**src/rtl/axil_csr_bank.sv**
```systemverilog
// axil_csr_bank: AXI-Lite control/status register bank.
//
// Word-addressed map (index = addr >> log2(DATA_W/8)):
//   0 .. CTRL-1           control registers, RW, byte-masked writes
//   CTRL .. CTRL+STAT-1   status inputs, RO, sampled at AR handshake
//   R   = CTRL+STAT       IRQ_EN, RW           (present when INTERRUPTS > 0)
//   R+1                   IRQ_STAT, R/W1C
//   R+2                   IRQ_PEND = IRQ_STAT & IRQ_EN, RO
//
// Ports:
//   i_aclk, i_areset                      clock, synchronous active-high reset
//   i_aw_* / o_aw_ready                   write address channel
//   i_w_*  / o_w_ready                    write data channel
//   o_b_valid, i_b_ready, o_b_resp        write response channel
//   i_ar_* / o_ar_ready                   read address channel
//   o_r_valid, i_r_ready, o_r_data/resp   read data channel
//   o_ctrl        CTRL x DATA_W control register contents
//   o_write_ctrl  per-byte write strobes of ctrl registers, one-cycle pulse
//   i_stat        STAT x DATA_W status inputs
//   i_interrupts  interrupt sources
//   o_irq         registered OR of pending interrupts
//
// Write FSM:
//   state    | meaning
//   W_IDLE   | collecting AW and W handshakes, in any order
//   W_COMMIT | one cycle: apply data to target, decide response
//   W_RESP   | bValid held until bReady
// Read FSM:
//   state    | meaning
//   R_IDLE   | arReady high, waiting for AR
//   R_DATA   | rValid held until rReady

module axil_csr_bank #(
    parameter int                     DATA_W     = 32,
    parameter int                     ADDR_W     = 12,
    parameter int                     CTRL       = 4,
    parameter int                     STAT       = 4,
    parameter int                     INTERRUPTS = 8,
    parameter logic [DATA_W-1:0]      IRQ_EDGE   = '0,
    parameter logic [CTRL*DATA_W-1:0] CTRL_RESET = '0,
    parameter bit                     ERR_RESP   = 1'b1
) (
    input  logic                                    i_aclk,
    input  logic                                    i_areset,
    input  logic                                    i_aw_valid,
    output logic                                    o_aw_ready,
    input  logic [ADDR_W-1:0]                       i_aw_addr,
    input  logic                                    i_w_valid,
    output logic                                    o_w_ready,
    input  logic [DATA_W-1:0]                       i_w_data,
    input  logic [DATA_W/8-1:0]                     i_w_strb,
    output logic                                    o_b_valid,
    input  logic                                    i_b_ready,
    output logic [1:0]                              o_b_resp,
    input  logic                                    i_ar_valid,
    output logic                                    o_ar_ready,
    input  logic [ADDR_W-1:0]                       i_ar_addr,
    output logic                                    o_r_valid,
    input  logic                                    i_r_ready,
    output logic [DATA_W-1:0]                       o_r_data,
    output logic [1:0]                              o_r_resp,
    output logic [CTRL*DATA_W-1:0]                  o_ctrl,
    output logic [CTRL*DATA_W/8-1:0]                o_write_ctrl,
    input  logic [(STAT>0 ? STAT : 1)*DATA_W-1:0]   i_stat,
    input  logic [(INTERRUPTS>0 ? INTERRUPTS : 1)-1:0] i_interrupts,
    output logic                                    o_irq
);

    localparam int STRB_W     = DATA_W / 8;
    localparam int ADDR_LSB   = $clog2(STRB_W);
    localparam int IDX_W      = ADDR_W - ADDR_LSB;
    localparam bit HAS_IRQ    = (INTERRUPTS > 0);
    localparam int R_IRQ_EN   = CTRL + STAT;
    localparam int R_IRQ_STAT = CTRL + STAT + 1;
    localparam int R_IRQ_PEND = CTRL + STAT + 2;
    localparam logic [DATA_W-1:0] IRQ_MASK =
        (INTERRUPTS == 0) ? '0 : ({DATA_W{1'b1}} >> (DATA_W - INTERRUPTS));

    typedef enum logic [1:0] {W_IDLE = 2'd0, W_COMMIT = 2'd1, W_RESP = 2'd2} wstate_t;
    typedef enum logic       {R_IDLE = 1'b0, R_DATA = 1'b1} rstate_t;

    // ---------------- write path ----------------
    wstate_t             r_wstate, w_wstate_nxt;
    logic                r_aw_ready, r_w_ready, r_aw_held, r_w_held;
    logic                w_aw_ready_nxt, w_w_ready_nxt, w_aw_held_nxt, w_w_held_nxt;
    logic                w_aw_hs, w_w_hs, w_commit;
    logic [IDX_W-1:0]    r_aw_idx;
    logic [DATA_W-1:0]   r_w_data;
    logic [STRB_W-1:0]   r_w_strb;
    logic [DATA_W-1:0]   w_wmask;
    logic [31:0]         w_aw_idx;
    logic                w_wr_ctrl, w_wr_en, w_wr_st, w_wr_ok;
    logic [1:0]          r_b_resp;
    logic [DATA_W-1:0]   r_ctrl [CTRL];
    logic [CTRL*STRB_W-1:0] r_write_ctrl;

    assign w_aw_hs  = i_aw_valid & r_aw_ready;
    assign w_w_hs   = i_w_valid & r_w_ready;
    assign w_commit = (r_wstate == W_COMMIT);

    always_comb begin
        w_wstate_nxt   = r_wstate;
        w_aw_ready_nxt = r_aw_ready;
        w_w_ready_nxt  = r_w_ready;
        w_aw_held_nxt  = r_aw_held;
        w_w_held_nxt   = r_w_held;
        case (r_wstate)
            W_IDLE: begin
                w_aw_held_nxt  = r_aw_held | w_aw_hs;
                w_w_held_nxt   = r_w_held | w_w_hs;
                w_aw_ready_nxt = ~w_aw_held_nxt;
                w_w_ready_nxt  = ~w_w_held_nxt;
                if (w_aw_held_nxt && w_w_held_nxt) w_wstate_nxt = W_COMMIT;
            end
            W_COMMIT: begin
                w_wstate_nxt   = W_RESP;
                w_aw_held_nxt  = 1'b0;
                w_w_held_nxt   = 1'b0;
                w_aw_ready_nxt = 1'b0;
                w_w_ready_nxt  = 1'b0;
            end
            W_RESP: begin
                if (i_b_ready) begin
                    w_wstate_nxt   = W_IDLE;
                    w_aw_ready_nxt = 1'b1;
                    w_w_ready_nxt  = 1'b1;
                end
            end
            default: begin
                w_wstate_nxt   = W_IDLE;
                w_aw_held_nxt  = 1'b0;
                w_w_held_nxt   = 1'b0;
                w_aw_ready_nxt = 1'b0;
                w_w_ready_nxt  = 1'b0;
            end
        endcase
    end

    always_ff @(posedge i_aclk) begin
        if (i_areset) begin
            r_wstate   <= W_IDLE;
            r_aw_ready <= 1'b0;
            r_w_ready  <= 1'b0;
            r_aw_held  <= 1'b0;
            r_w_held   <= 1'b0;
        end else begin
            r_wstate   <= w_wstate_nxt;
            r_aw_ready <= w_aw_ready_nxt;
            r_w_ready  <= w_w_ready_nxt;
            r_aw_held  <= w_aw_held_nxt;
            r_w_held   <= w_w_held_nxt;
        end
    end

    always_ff @(posedge i_aclk) begin
        if (w_aw_hs) r_aw_idx <= i_aw_addr[ADDR_W-1:ADDR_LSB];
        if (w_w_hs) begin
            r_w_data <= i_w_data;
            r_w_strb <= i_w_strb;
        end
    end

    always_comb begin
        w_wmask = '0;
        for (int b = 0; b < STRB_W; b++) w_wmask[b*8 +: 8] = {8{r_w_strb[b]}};
    end

    assign w_aw_idx  = 32'(r_aw_idx);
    assign w_wr_ctrl = (w_aw_idx < CTRL);
    assign w_wr_en   = HAS_IRQ && (w_aw_idx == 32'(R_IRQ_EN));
    assign w_wr_st   = HAS_IRQ && (w_aw_idx == 32'(R_IRQ_STAT));
    assign w_wr_ok   = w_wr_ctrl | w_wr_en | w_wr_st;

    always_ff @(posedge i_aclk) begin
        if (i_areset) begin
            r_b_resp     <= 2'b00;
            r_write_ctrl <= '0;
            for (int i = 0; i < CTRL; i++) r_ctrl[i] <= CTRL_RESET[i*DATA_W +: DATA_W];
        end else begin
            r_write_ctrl <= '0;
            if (w_commit) begin
                r_b_resp <= (!w_wr_ok && ERR_RESP) ? 2'b10 : 2'b00;
                for (int i = 0; i < CTRL; i++) begin
                    if (w_wr_ctrl && (w_aw_idx == 32'(i))) begin
                        r_ctrl[i] <= (r_ctrl[i] & ~w_wmask) | (r_w_data & w_wmask);
                        r_write_ctrl[i*STRB_W +: STRB_W] <= r_w_strb;
                    end
                end
            end
        end
    end

    assign o_aw_ready   = r_aw_ready;
    assign o_w_ready    = r_w_ready;
    assign o_b_valid    = (r_wstate == W_RESP);
    assign o_b_resp     = r_b_resp;
    assign o_write_ctrl = r_write_ctrl;

    for (genvar g = 0; g < CTRL; g++) begin : g_ctrl_out
        assign o_ctrl[g*DATA_W +: DATA_W] = r_ctrl[g];
    end

    // ---------------- interrupts ----------------
    logic [DATA_W-1:0] r_irq_en, r_irq_stat, r_prev;
    logic [DATA_W-1:0] w_src, w_event, w_w1c, w_irq_en_nxt, w_irq_stat_nxt;
    logic              r_irq;

    assign w_src   = DATA_W'(i_interrupts) & IRQ_MASK;
    assign w_event = ((w_src & ~r_prev & IRQ_EDGE) | (w_src & ~IRQ_EDGE)) & IRQ_MASK;
    assign w_w1c   = (w_commit && w_wr_st) ? (r_w_data & w_wmask) : '0;

    // A new event in the same cycle as a W1C wins: clear first, then set.
    assign w_irq_stat_nxt = ((r_irq_stat & ~w_w1c) | (w_event & r_irq_en)) & IRQ_MASK;
    assign w_irq_en_nxt   = (w_commit && w_wr_en)
                          ? (((r_irq_en & ~w_wmask) | (r_w_data & w_wmask)) & IRQ_MASK)
                          : r_irq_en;

    always_ff @(posedge i_aclk) begin
        if (i_areset) begin
            r_irq_en   <= '0;
            r_irq_stat <= '0;
            r_prev     <= '0;
            r_irq      <= 1'b0;
        end else begin
            r_irq_en   <= w_irq_en_nxt;
            r_irq_stat <= w_irq_stat_nxt;
            r_prev     <= w_src;
            r_irq      <= |(r_irq_stat & r_irq_en);
        end
    end

    assign o_irq = r_irq;

    // ---------------- read path ----------------
    rstate_t           r_rstate, w_rstate_nxt;
    logic              r_ar_ready, w_ar_ready_nxt, w_ar_hs;
    logic [31:0]       w_ar_idx;
    logic [DATA_W-1:0] w_rd_data, r_r_data;
    logic              w_rd_hit;
    logic [1:0]        r_r_resp;

    assign w_ar_hs  = i_ar_valid & r_ar_ready;
    assign w_ar_idx = 32'(i_ar_addr[ADDR_W-1:ADDR_LSB]);

    always_comb begin
        w_rstate_nxt   = r_rstate;
        w_ar_ready_nxt = r_ar_ready;
        case (r_rstate)
            R_IDLE: begin
                if (w_ar_hs) begin
                    w_rstate_nxt   = R_DATA;
                    w_ar_ready_nxt = 1'b0;
                end else begin
                    w_ar_ready_nxt = 1'b1;
                end
            end
            R_DATA: begin
                if (i_r_ready) begin
                    w_rstate_nxt   = R_IDLE;
                    w_ar_ready_nxt = 1'b1;
                end
            end
            default: begin
                w_rstate_nxt   = R_IDLE;
                w_ar_ready_nxt = 1'b0;
            end
        endcase
    end

    always_comb begin
        w_rd_data = '0;
        w_rd_hit  = 1'b0;
        for (int i = 0; i < CTRL; i++) begin
            if (w_ar_idx == 32'(i)) begin
                w_rd_data = r_ctrl[i];
                w_rd_hit  = 1'b1;
            end
        end
        for (int i = 0; i < STAT; i++) begin
            if (w_ar_idx == 32'(CTRL + i)) begin
                w_rd_data = i_stat[i*DATA_W +: DATA_W];
                w_rd_hit  = 1'b1;
            end
        end
        if (HAS_IRQ) begin
            if (w_ar_idx == 32'(R_IRQ_EN)) begin
                w_rd_data = r_irq_en;
                w_rd_hit  = 1'b1;
            end
            if (w_ar_idx == 32'(R_IRQ_STAT)) begin
                w_rd_data = r_irq_stat;
                w_rd_hit  = 1'b1;
            end
            if (w_ar_idx == 32'(R_IRQ_PEND)) begin
                w_rd_data = r_irq_stat & r_irq_en;
                w_rd_hit  = 1'b1;
            end
        end
    end

    always_ff @(posedge i_aclk) begin
        if (i_areset) begin
            r_rstate   <= R_IDLE;
            r_ar_ready <= 1'b0;
            r_r_data   <= '0;
            r_r_resp   <= 2'b00;
        end else begin
            r_rstate   <= w_rstate_nxt;
            r_ar_ready <= w_ar_ready_nxt;
            if (w_ar_hs) begin
                r_r_data <= w_rd_data;
                r_r_resp <= (!w_rd_hit && ERR_RESP) ? 2'b10 : 2'b00;
            end
        end
    end

    assign o_ar_ready = r_ar_ready;
    assign o_r_valid  = (r_rstate == R_DATA);
    assign o_r_data   = r_r_data;
    assign o_r_resp   = r_r_resp;

    // Sub-word address bits never select anything.
    logic w_unused;
    assign w_unused = ^{i_aw_addr[ADDR_LSB-1:0], i_ar_addr[ADDR_LSB-1:0], i_stat};

endmodule

```
**config.mk**
```make
export PLATFORM = sky130hd
export DESIGN_NAME = axil_csr_bank
export DESIGN_NICKNAME = d
export VERILOG_FILES = /design/src/rtl/axil_csr_bank.sv
export SDC_FILE = /design/constraint.sdc
export NUM_CORES = 1
export LEC_CHECK = 0
export CAP_MARGIN = 20
export CORE_ASPECT_RATIO = 1.75
export CORE_MARGIN = 5
export CORE_UTILIZATION = 40
export DETAILED_ROUTE_END_ITERATION = 10
export DONT_BUFFER_PORTS = 1
export PLACE_DENSITY_LB_ADDON = 0.3
export SYNTH_ARGS = -nofsm -noshare
export SYNTH_HDL_FRONTEND = slang
export SYNTH_SLANG_ARGS = --single-unit
```
**constraint.sdc**
```tcl
create_clock -name i_aclk -period 4.99 [get_ports i_aclk]
set_input_delay 0.7485 -clock i_aclk [delete_from_list [all_inputs] [get_ports i_aclk]]
set_output_delay 0.7485 -clock i_aclk [all_outputs]
set_load 0.02 [all_outputs]
```
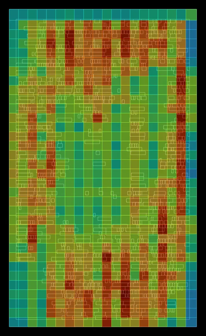
*Routing congestion map, run 1*
met1 Use GR: 26.51%
most used routing layer: met2

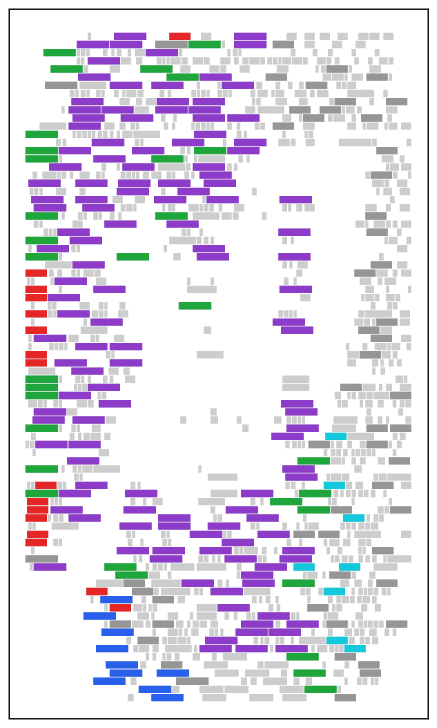
*Where the registers sit, run 1*
- r_aw_idx: blue (flops 10; where bottom left)
- r_ctrl: purple (flops 128)
- o_write_ctrl: red (flops 16)
- r_w_data: green (flops 32; where all over the die)
- r_irq_stat: cyan (flops 8; where bottom right)

==> flow_metrics.env, run 1 <==
# physical design summary
export IMPL_rsz0062_at_grt="no"
export IMPL_hold_violations=0
export IMPL_dp_hpwl_mm=27.47
export IMPL_cp_end_kind="register"
export IMPL_p_clk_share_pct=40.9
export IMPL_r2r_end="r_ctrl[0][16]"
export IMPL_cts_sinks=249
export IMPL_outcome="finished, final reports clean"
export IMPL_final_nets=1250
export IMPL_syn_to_final_growth_pct=9.986
export IMPL_routedWlPerCell_microns=27.10
export IMPL_port_buffers=0
export IMPL_fmax_mhz=366.6
export IMPL_power_density_nw_per_um2=352.2
export IMPL_ir_drop_mv=0.3296
export IMPL_grt_max_degree=130
export IMPL_startpoint="r_aw_idx[2]"
export IMPL_p_switching_uw=1091
export IMPL_rr_worst_depth=5
export IMPL_netlist_area_sq_um=11660
export IMPL_post_synth_num_cell_types=44
export IMPL_holdWs_ps=282.7
export IMPL_clkLatencyLatePin_ps=530
export IMPL_cts_tree="done"
export IMPL_critPathMaxFanout=36
export IMPL_overflow=0
export IMPL_lay_top_count="nand2_1"
export IMPL_seqPwrFrac_pct=53.0
export IMPL_wirelength_mm=39.19
export IMPL_synthCells=1094
export IMPL_cp_num_cells=5
export IMPL_tightest_slew_ps=1087
export IMPL_via_per_inst=6.158
export IMPL_core_rowCount=82
export IMPL_warning_count=32
export IMPL_synth_flops=249
export IMPL_post_route_min_period_ps=2727
export IMPL_hold_buffers=0
export IMPL_grt_pass1_vias=8675
export IMPL_crit_path_end="r_ctrl[0][16]"
export IMPL_worstPathRequired_ps=5350
export IMPL_p_int_uw=3428
export IMPL_p_leak_uw=0.004566
export IMPL_die_h_microns=235.9
export IMPL_synth_seq_share_pct=57.66
export IMPL_ys_cells=1094
export IMPL_die_width_microns=139.1
export IMPL_post_cts_resized=0
export IMPL_crit_arrival_ps=3080
export IMPL_yosys_area_sq_um=11660
export IMPL_htreeDepth=1
export IMPL_r2r_start="r_aw_idx[2]"
export IMPL_slew_viol_final=0
export IMPL_cap_violations=0
export IMPL_place_congestion=0.8566
export IMPL_postCtsSetupRepairBufs=0
export IMPL_crit_chain="nor4_1, nand3_1, or3_1, or3_2, a21oi_1"
export IMPL_antenna_found_initial=6
export IMPL_edf_count=174
export IMPL_cts_root_buf="clkbuf_16"
export IMPL_min_period_over_period_pct=54.66
export IMPL_min_path_type="input port to register"
export IMPL_most_common_layout_cells="202 x nand2_1, 194 x a21oi_1, 174 x edfxtp_1"
export IMPL_async_flop_share_pct=0
export IMPL_io_pins=389
export IMPL_synth_top_cell_by_area="edfxtp_1"
export IMPL_drc=0
export IMPL_ff2ff_setup_slack_ps=2260
export IMPL_drt_pass1_iterations=5
export IMPL_criticalPathCategory="register to register"
export IMPL_top_area_share_pct=44.79
export IMPL_ant_nets=0
export IMPL_area_leaders="edfxtp_1 45%, dfxtp_1 13%, a21oi_1 8.3%"
export IMPL_netSwitchingFraction_pct=24.14
export IMPL_setup_viol=0
export IMPL_fin_skew_ps=13.86
export IMPL_initial_core_util_pct=40.61
export IMPL_slowest_stage="or3_2"
export IMPL_setup_tns_ps=0
export IMPL_ys_warn_count=0
export IMPL_cts_buffers=24
export IMPL_slowest_delay_ps=880
export IMPL_layout_drive_gt1_share_pct=8.169
export IMPL_crit_path_start_kind="register"
export IMPL_dieArea_sq_um=32810
export IMPL_grt_usage_pct=22.56
export IMPL_dominantRegCellSynth="edfxtp_1"
export IMPL_via_count=8904
export IMPL_dr_first_iter_drc_count=641
export IMPL_critPathBufInv=0
export IMPL_pwr_share_comb_pct=6.1
export IMPL_clk_pin_slew_ps=70
export IMPL_syn_area_per_cell_sq_um=10.66
export IMPL_core_sq_um=28730
export IMPL_slew_headroom_pct=27.51
export IMPL_grt_pass1_wl_mm=57.64
export IMPL_clockBufferDepth=3
export IMPL_crit_family="simple AND/OR/NAND/NOR gates"
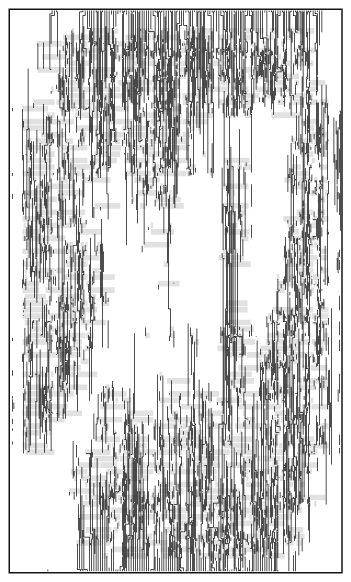
*The metal 2 layer, run 1*
- share of all routed wire: 52%
- main direction: vertical
- wire length on this layer: 20.2 mm
- nets with wire on the layer: 1015

## run 1: layout make-up
cell class | instances | area, sq um
sequential | 249 | 6726
antenna | 3 | 7.507
tap | 378 | 473.0
clock buffer | 34 | 710.7
timing repair buffer | 12 | 193.9
clock inverter | 10 | 87.58
fill | 2686 | 15900
inverter | 8 | 30.03
multi-input combinational | 752 | 4601
## run 1: worst min-delay path by stage
stage	slack, ps	cells past startpoint	startpoint	end
floorplan	460	2	register	r_irq_stat[0]
global placement	470	2	register	r_irq_stat[5]
detailed placement	480	2	register	r_irq_stat[2]
CTS	250	1	i_areset	r_irq_stat[3]
global route	270	1	i_areset	r_irq_stat[3]
finish	280	1	i_areset	r_irq_stat[3]
## run 1: power groups by stage
stage               combinational, uW  sequential, uW  clock, uW
floorplan                         229            2410          0
global placement                  264            2440          0
finish                            275            2400       1850
global route                      299            2400       1980
detailed placement                268            2440          0
CTS                               269            2390       1890
## run 1: cells by family (layout without fill, tap and decap cells)
group	after synthesis	after routing	share of synthesized area, %
AOI/OAI and AO/OA	326	326	16.77
buffers and inverters	94	64	3.304
DFF	249	249	57.66
muxes	97	97	10.26
other	1	5	0.03215
and+or+nand+nor	327	327	11.97
## run 1: sequential cells by signal (all words and copies together) (netlist names), named ones only
| register | cells |
|---|---|
| o_r_valid | 1 |
| o_b_resp | 1 |
| o_ar_ready | 1 |
| r_irq_stat | 8 |
| r_wstate | 2 |
| r_aw_idx | 10 |
| r_aw_held | 1 |
| r_w_strb | 4 |
| o_w_ready | 1 |
| o_r_resp | 1 |
| o_irq | 1 |
| r_w_held | 1 |
| o_r_data | 32 |
| o_aw_ready | 1 |
| r_ctrl | 128 |
| r_w_data | 32 |
| o_write_ctrl | 16 |
## run 1: stage by stage
step / utilization [%] / cells / instance area (sq um) / setup slack [ps] / total power, uW
2_1_floorplan: - / 1095 / 11670 / 1888 / 2634
4_1_cts: 44.35 / 1440 / 12740 / 2259 / 4553
6_report: 44.66 / 1446 / 12830 / 2263 / 4518
3_5_place_dp: 41.57 / 1396 / 11940 / 2018 / 2709
5_1_grt: 44.66 / 1446 / 12830 / 2088 / 4675
3_3_place_gp: 41.34 / 1393 / 11880 / 1770 / 2703
## run 1: cell usage after synthesis, drive strengths merged (3+ instances only)
master,instances
nand2b,14
nor3,5
or3,5
or2,3
or4,4
o22ai,30
o221ai,21
a22oi,5
clkbuf,59
mux4,18
o2111a,21
inv,4
nor2,48
nand2,202
a31oi,3
a21oi,194
o21ai,34
a21boi,8
buf,27
edfxtp,174
nand3,32
clkinv,4
and2,4
mux2i,78
dfxtp,75
## run 1: layer usage
layer / global-route usage [%] / up-vias / part of all wire (%)
li1: - / 3978 / -
met1: 26.51 / 4343 / 36
met2: 39.70 / 495 / 52
met3: 5.675 / 86 / 9.2
met4: 8.338 / 2 / 3.5
met5: 0 / - / 0.033
### M3 wires, run 1

The bar under the picture is 50 microns long.
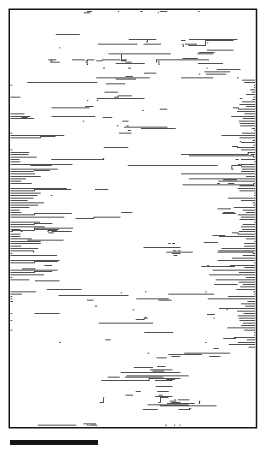

==> inputs of run 2 (changes only) <==
==> constraint.sdc (replaced) <==
create_clock -name i_aclk -period 2.8 [get_ports i_aclk]
set_input_delay 0.42 -clock i_aclk [delete_from_list [all_inputs] [get_ports i_aclk]]
set_output_delay 0.42 -clock i_aclk [all_outputs]
set_load 0.02 [all_outputs]
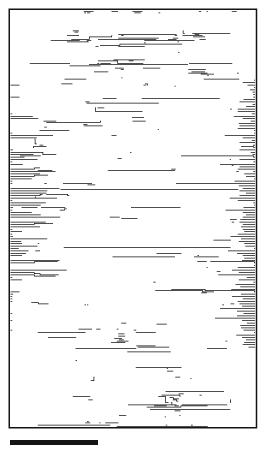
*M3 wires, run 2*
The bar under the picture is 50 microns long.
- main direction: horizontal
- nets with wire on the layer: 282
- wire length on this layer: 3560 microns
- longest straight run: 100 microns
- share of all routed wire: 9.0%

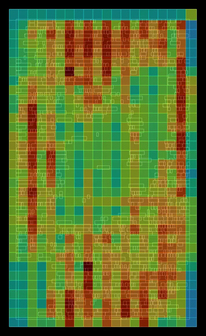
*Routing congestion map, run 2*
drt wl/cell: 26.19 microns
met1 Use GR: 25.85%
M3 GR Usage: 6.425%

==> run 2 against run 1 <==
  * Global-route usage rose by 0.14 points
  * First-iteration DRC count grew 13%
  * Clock-buffer cell count down 6
  * Synthesized cell count did not move
  * Utilization grew 2.2 points
==> flow_metrics.env, run 2 <==
# physical design summary
export IMPL_cts_buffers=25
export IMPL_synthCells=1094
export IMPL_syn_to_final_growth_pct=15.41
export IMPL_die_h_microns=235.9
export IMPL_slowest_delay_ps=460
export IMPL_r2r_end="r_ctrl[0][12]"
export IMPL_post_cts_resized=0
export IMPL_fmax_mhz=416.4
export IMPL_fin_skew_ps=16.51
export IMPL_ir_drop_mv=0.5241
export IMPL_place_congestion=0.8411
export IMPL_synth_seq_share_pct=57.66
export IMPL_crit_arrival_ps=2780
export IMPL_syn_area_per_cell_sq_um=10.66
export IMPL_lay_top_count="nand2_1"
export IMPL_async_flop_share_pct=0
export IMPL_area_leaders="edfxtp_1 45%, dfxtp_1 13%, a21oi_1 8.3%"
export IMPL_grt_pass1_vias=9161
export IMPL_seqPwrFrac_pct=50.9
export IMPL_rsz0062_at_grt="no"
export IMPL_drt_pass1_iterations=5
export IMPL_met2_usage_pct=39.36
export IMPL_ys_cells=1094
export IMPL_p_switching_uw=1989
export IMPL_pwr_share_comb_pct=6.8
export IMPL_yosys_area_sq_um=11660
export IMPL_clkLatencyLatePin_ps=530
export IMPL_p_clk_share_pct=42.3
export IMPL_antenna_found_initial=5
export IMPL_via_count=9200
export IMPL_p_leak_uw=0.004843
export IMPL_outcome="finished, final reports clean"
export IMPL_netSwitchingFraction_pct=23.73
export IMPL_die_width_microns=139.1
export IMPL_postCtsSetupRepairBufs=0
export IMPL_cp_end_kind="register"
export IMPL_hold_buffers=47
export IMPL_synth_most_common_cell="nand2_1"
export IMPL_initial_core_util_pct=40.61
export IMPL_synth_top_cell_by_area="edfxtp_1"
export IMPL_holdPathStages=2
export IMPL_io_pins=389
export IMPL_netlist_area_sq_um=11660
export IMPL_post_route_min_period_ps=2402
export IMPL_finalNonFillerCells=1513
export IMPL_cts_root_buf="clkbuf_16"
export IMPL_setup_ws_ps=398.4
export IMPL_via_per_inst=6.081
export IMPL_htreeDepth=1
export IMPL_crit_chain="nor4_1, nand3_1, or3_1, or3_2, buf_4, a21oi_1"
export IMPL_fillers=2645
export IMPL_power_density_nw_per_um2=622.6
export IMPL_core_sq_um=28730
export IMPL_clockBufferDepth=3
export IMPL_hold_end="r_irq_stat[0]"
export IMPL_edf_count=174
export IMPL_final_nets=1316
export IMPL_clk_pin_slew_ps=70
export IMPL_grt_usage_pct=22.70
export IMPL_dominantRegCellSynth="edfxtp_1"
export IMPL_cts_tree="done"
export IMPL_synthTopCellsByCount="202 x nand2_1, 194 x a21oi_1, 174 x edfxtp_1, 78 x mux2i_1, 75 x dfxtp_1"
export IMPL_slew_headroom_pct=27.67
export IMPL_hold_violations=0
export IMPL_synth_flops=249
export IMPL_dieArea_sq_um=32810
export IMPL_min_from="i_interrupts[0]"
export IMPL_setup_tns_ps=0
export IMPL_drc=0
export IMPL_p_int_uw=6393
export IMPL_setup_viol=0
export IMPL_tightest_slew_ps=1081
export IMPL_min_period_over_period_pct=85.77
export IMPL_dp_slack_ps=432.6
export IMPL_grt_max_degree=130
export IMPL_top_area_share_pct=44.79
export IMPL_core_rowCount=82
export IMPL_overflow=0
export IMPL_top_register="r_ctrl"
export IMPL_criticalPathCategory="register to register"
export IMPL_grt_busiest_layer="met2"
export IMPL_r2r_start="r_aw_idx[2]"
export IMPL_wirelength_mm=39.63
export IMPL_grt_pass1_wl_mm=58.02
## run 2: layout make-up
type	count	area (sq um)	share of cell area, %
antenna	4	10.01	0.07435
clock buffer	28	636.9	4.730
clock inverter	17	224.0	1.664
inverter	8	30.03	0.2230
multi-input combinational	752	4601	34.17
sequential	249	6726	49.96
tap	378	473.0	3.513
timing repair buffer	77	762.0	5.660
## run 2: worst max-delay path by stage
stage	depth (start not counted)	slack, ps	endpoint	startpoint
final	6	400	r_ctrl[0][12]	r_aw_idx[2]
after CTS	6	410	r_ctrl[0][12]	r_aw_idx[2]
after detailed placement	6	430	r_ctrl[0][12]	r_aw_idx[2]
after global placement	6	420	r_ctrl[1][16]	r_aw_idx[2]
after floorplan	4	-300	r_ctrl[0][0]	r_aw_idx[2]
after global routing	6	290	r_ctrl[0][22]	r_wstate[0]
## run 2: stage by stage
step,utilization [%],cell area (sq um)
after floorplan,-,11670
after global placement,42.16,12110
after detailed placement,42.20,12120
after CTS,46.83,13450
after global routing,46.86,13460
final,46.86,13460
## run 2: power groups by stage
stage                     logic [uW]  clock network, uW  registers (uW)
after floorplan                  408                  0            4290
after global placement           496                  0            4340
after detailed placement         503                  0            4340
after CTS                        567               3620            4260
after global routing             614               3790            4270
final                            569               3550            4260
## run 2: critical path: cells and delay by family (launching register included)
kind                   cells  cell delay, ps
AND-OR/OR-AND              1             190
AND/OR/NAND/NOR            4            1410
flip-flops                 1             370
buffers and inverters      1             260
## run 2: per-layer routing
metal	up-vias	routed length, microns
met4	0	1765
met5	-	0
met1	4526	14310
met3	90	3561
li1	4102	-
met2	482	19990
## run 2: logic make-up after synthesis
logic type | Yosys count | synth area share [%]
muxes | 97 | 10.26
buffers and inverters | 94 | 3.304
and+or+nand+nor | 327 | 11.97
DFF | 249 | 57.66
AOI/OAI and AO/OA | 326 | 16.77
other | 1 | 0.03215
Power is estimated from default activity; no workload was simulated.
